`src/rtl/angle_reducer.sv`:
```
// rtl/angle_reducer.sv - reduces an integer-degree angle mod 360 to a quadrant code and 0..90 reference angle
// Binary long-division style reduction: one conditional subtract of 360<<k per cycle, k counting down.
module angle_reducer #(
  parameter int ANGLE_W = 16,
  parameter int REF_W   = 8
) (
  input  logic               clk,
  input  logic               reset_n,
  input  logic               in_valid,
  output logic               in_ready,
  input  logic [ANGLE_W-1:0] angle_in,
  output logic               out_valid,
  input  logic               out_ready,
  output logic [1:0]         quadrant,
  output logic [REF_W-1:0]   ref_angle,
  output logic               lut_en
);

  localparam int RW = ANGLE_W + 2;

  // Smallest k such that 360<<(k+1) exceeds the largest input angle.
  function automatic int calc_k0();
    longint unsigned lim;
    int res;
    lim = (64'd1 << ANGLE_W) - 64'd1;
    res = 31;
    for (int k = 31; k >= 0; k--) begin
      if ((64'd360 << (k + 1)) > lim) res = k;
    end
    return res;
  endfunction

  localparam logic [4:0] K0 = 5'(calc_k0());

  localparam logic [1:0] IDLE     = 2'd0;
  localparam logic [1:0] REDUCE   = 2'd1;
  localparam logic [1:0] CLASSIFY = 2'd2;
  localparam logic [1:0] OUT      = 2'd3;

  logic [1:0]    state;
  logic [RW-1:0] r;
  logic [4:0]    k;
  logic [RW-1:0] step;
  logic [1:0]    q_next;
  logic [RW-1:0] ref_next;

  assign in_ready = (state == IDLE);
  assign step     = RW'(360) << k;

  // r < 360 by the time CLASSIFY uses this.
  always_comb begin
    q_next   = 2'd0;
    ref_next = r;
    if (r <= RW'(90)) begin
      q_next   = 2'd0;
      ref_next = r;
    end else if (r <= RW'(180)) begin
      q_next   = 2'd1;
      ref_next = RW'(180) - r;
    end else if (r <= RW'(270)) begin
      q_next   = 2'd2;
      ref_next = r - RW'(180);
    end else begin
      q_next   = 2'd3;
      ref_next = RW'(360) - r;
    end
  end

  always_ff @(posedge clk) begin
    if (!reset_n) begin
      state     <= IDLE;
      r         <= '0;
      k         <= K0;
      out_valid <= 1'b0;
      lut_en    <= 1'b0;
      quadrant  <= 2'd0;
      ref_angle <= '0;
    end else begin
      lut_en <= 1'b0;
      case (state)
        IDLE: begin
          if (in_valid) begin
            r     <= RW'(angle_in);
            k     <= K0;
            state <= REDUCE;
          end
        end
        REDUCE: begin
          if (r >= step) r <= r - step;
          if (k == 5'd0) state <= CLASSIFY;
          else           k     <= k - 5'd1;
        end
        CLASSIFY: begin
          quadrant  <= q_next;
          ref_angle <= REF_W'(ref_next);
          out_valid <= 1'b1;
          lut_en    <= 1'b1;
          state     <= OUT;
        end
        OUT: begin
          if (out_ready) begin
            out_valid <= 1'b0;
            state     <= IDLE;
          end
        end
        default: state <= IDLE;
      endcase
    end
  end

endmodule

```
`config.mk`:
```
export PLATFORM = sky130hd
export DESIGN_NAME = angle_reducer
export DESIGN_NICKNAME = d
export VERILOG_FILES = /design/src/rtl/angle_reducer.sv
export SDC_FILE = /design/constraint.sdc
export NUM_CORES = 1
export LEC_CHECK = 0
export CAP_MARGIN = 20
export CORE_MARGIN = 5
export CORE_UTILIZATION = 40
export CTS_CLUSTER_DIAMETER = 30
export DETAILED_ROUTE_END_ITERATION = 16
export REMOVE_ABC_BUFFERS = 1
export SETUP_SLACK_MARGIN = 0.02
export SYNTH_ARGS = -nofsm -noshare
export SYNTH_HDL_FRONTEND = slang
export SYNTH_SLANG_ARGS = --single-unit
export TNS_END_PERCENT = 30
```
`constraint.sdc`:
```
create_clock -name clk -period 5 [get_ports clk]
set_clock_uncertainty 0.05 [all_clocks]
set_input_delay 0.5 -clock clk [delete_from_list [all_inputs] [get_ports clk]]
set_output_delay 0.5 -clock clk [all_outputs]
set_load 0.05 [all_outputs]
```
Floorplan with the power grid:
Scale bar: 20 um. Pins as bars on the die edge.
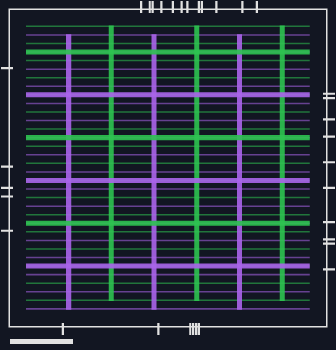
[VSS] purple
[VDD] green
met1 rails: 34
met4 straps: 6
met5 straps: 6
signal pins: 33
rows: 33

Cells coloured by class:
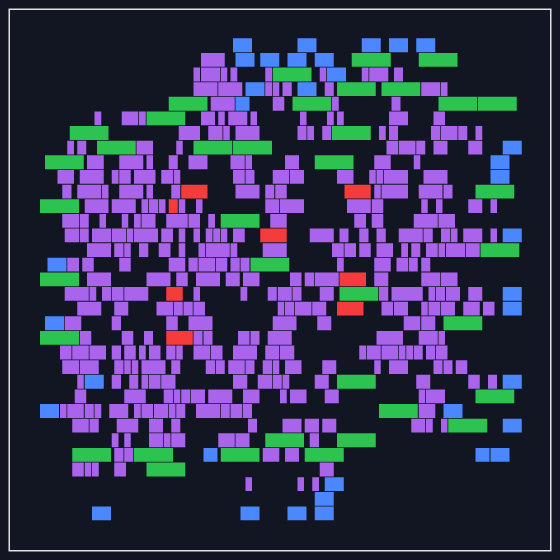
[clock drivers and dummy loads] red | cells: 8 | share of their area: 2.7%
[flops] green | cells: 37 | share of their area: 21%
[combinational and other logic] purple | cells: 362 | share of their area: 67%
[other buffers and delay cells] blue | cells: 35 | share of their area: 9.5%

Routed clock nets over the placement:
Scale bar: 20 um.
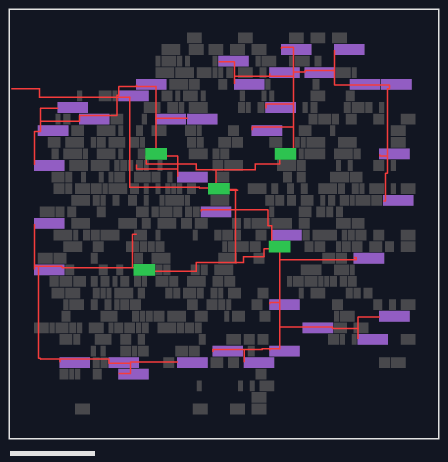
[clock drivers] green | count: 5
[clock wires] red | length: 636 um
[flip-flops] purple | count: 37
routed clock nets: 6

Routed metal, one colour a layer:
Scale bar: 20 um.
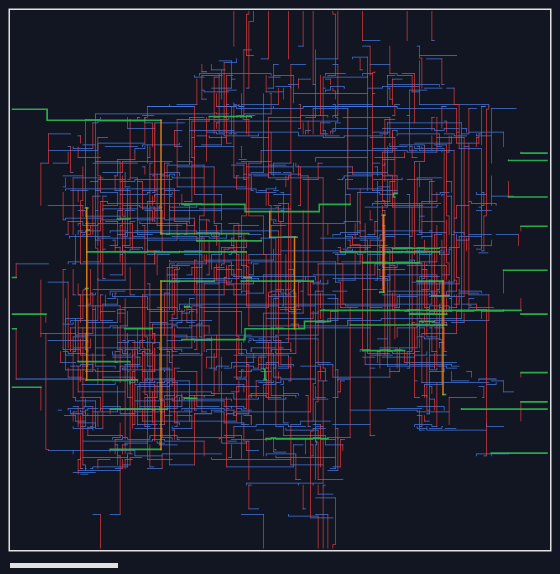
[metal 4] orange | wire length: 141 um
[metal 3] green | wire length: 462 um
[metal 1] blue | wire length: 3840 um
[metal 2] red | wire length: 4160 um

==> GITHUB_STEP_SUMMARY <==
### Metrics collected by this job

| Metric | Value |
|---|---|
| Ys flops | `37` |
| Starting DRT DRC Count | `179` |
| Yosys Instances | `around 420` |
| Worst vdd ir | `roughly 0.3 mV` |
| Rows | `33` |
| Post-Route WL | `8600 um` |
| Combinational gate power | `1.86 mW` |
| Die Area | `10100 um^2` |
| CTS tree | `yes` |
| Design area | `about 3700 um^2` |
| Fin. Hold Viols | `0` |
| Final core occ | `46.2%` |
| Cycle use final | `slightly above 70%` |
| Worst slew pin tran | `0.882 ns` |
| GRT Util Overall | `17.1%` |
| Pleak | `1.45 nW` |
| Aoi share | `26.5%` |
| Die W | `between 100 and 150 um` |
| Netlist cell types | `63` |
| Post-CTS Resized | `0` |
| Total core area | `8090 um^2` |
| Max Cap Viol | `0` |
| Placed insts | `approximately 540` |
| Number of global-route vias before repair | `2926` |
| WHS Path Cells | `2` |
| Crit end category | `flop` |
| Switch share | `52.1%` |
| Global-route wire length before repair | `14100 um` |
| Reg2reg path depth | `13` |
| Area Overhead vs Synth | `14.5%` |
| Commonest flop | `dfxtp_1` |
| Fraction of registers with async set/reset | `0%` |
| Run status | `finished clean` |
| Power Internal | `1.25 mW` |
| Die Ht | `100 um` |
| Final min period | `3.56 ns` |
| ANT nets after route | `0` |
| Net Sw Power | `1.36 mW` |
| XORs/XNORs by Area | `approximately 2.9%` |
| Setup crit start | `k[0]` |
| Total number of vias | `3182` |
| Comb area leader | `AND-OR/OR-AND gates` |
| Pwr dens | `698 nW/um^2` |
| Final slew viol count | `0` |
| Setup violators final | `0` |
| Seq share, synth | `22.7%` |
| Hold slack | `0.443 ns` |
| Mapped Cells | `422` |
| DPL Wire Length | `6520 um` |
| H-tree Lvls | `2` |
| Hold Path Class | `reg -> reg` |
| Post-Syn Area | `3270 um^2` |
| Synth area leader | `dfxtp_1` |
| Worst R2R End | `r[17]` |
| Input/output buffers | `32` |
| Number of iterations in the first detailed-routing pass | `5` |
| WHS Endpoint | `ref_angle[2]` |
| Yosys adder share | `13.4%` |
| Final GP Congestion | `0.900` |
| Late-Pin Clk Latency | `0.30 ns` |
| Combinational power share | `71.1%` |
| FF-to-FF Start | `k[0]` |
| Register share of total power | `19.9%` |
| Crit path DRT | `5.17 ns` |
| Num CTS Buffers | `5` |
| Slew headroom | `40.9%` |
| Tool Warnings | `40` |
| Crit path capture | `r[17]` |
| Most frequent cells in the layout | `47 x nand2_1, 37 x dfxtp_1, 35 x ha_1` |
| Sink Count | `37` |
| Hold_buf cts | `0` |
| Top cell excl fill/tap | `nand2_1` |
| Root buf cell | `clkbuf_8` |
| Clk power | `234 uW` |
| Post-place instance area | `about 3600 um^2` |
| Fp util | `about two fifths` |
| DRC violation count after routing | `0` |
| Nets | `496` |
| Seq pwr | `521 uW` |
| Grt ovf | `0` |
| Mux share | `4.75%` |
| Ports | `33` |
| Unrepaired setup endpoints after global routing | `no` |
| Hold Startpoint | `ref_angle[2]` |
| Synth Area per Inst | `7.74 um^2` |
| Clk buf depth | `2` |
| Non-Filler Instances | `547` |
| Reg clk slew, reported paths | `0.08 ns` |
| Area leader share | `22.7%` |
| Via density | `5.82` |
| Largest net degree at the start of global routing | `26` |
## cells in the mapped netlist, types with 5 or more instances
cell type  instances
nor3_1            14
nand2b_1           5
a211oi_1          18
clkbuf_1          16
xnor2_1            7
nand2_1           47
or2_2              5
dfxtp_1           37
a31oi_1           10
buf_2              6
nand3_1           15
ha_1              35
a21oi_1           24
nor2_1            28
a21o_1             7
nor2b_1            7
mux2i_1           11
nor3b_1            5
inv_1             18
o21ai_0           22
## layer usage
layer  up-vias  GRT usage (%)  routed length [um]
met5         -              0                   0
met4         0           5.08                 141
met3        17           4.31                 461
met2        84           28.0                4160
met1      1477           22.3                3840
li1       1604              -                   -
## worst max-delay path, cell delays in order (launching register included)
cell and delay (ns):
dfxtp_1 0.45, inv_1 0.17, ha_1 0.27, nor3b_1 0.18, a21oi_1 0.05, or2_2 0.27
ha_1 0.42, nand4_1 0.18, nor3_1 0.23, nor4b_1 0.09, o211ai_2 0.43, buf_4 0.33
nand3_1 0.13, o32ai_1 0.22
## sequential cells by signal (all words and copies together) (netlist names)
| name | flops |
|---|---|
| state | 2 |
| quadrant | 2 |
| out_valid | 1 |
| k | 5 |
| ref_angle | 8 |
| r | 18 |
| lut_en | 1 |
## layout make-up
type / count / area, um^2
Clock inverter: 2 / 13.8
Clock buffer: 6 / 82.6
Timing Repair Buffer: 35 / 343
Tap cell: 105 / 131
Sequential cell: 37 / 741
Fill cell: 838 / 4350
Inverter: 20 / 75.1
Multi-Input combinational cell: 342 / 2360
## through the flow
stage / setup slack (ns) / power (mW)
after floorplan: 1.78 / 1.92
after global placement: 1.61 / 2.36
after detailed placement: 1.47 / 2.37
after CTS: 1.47 / 2.62
after global routing: 1.12 / 2.86
final: 1.44 / 2.61
Power figures rest on the tool's default switching activity, not on a simulated workload.
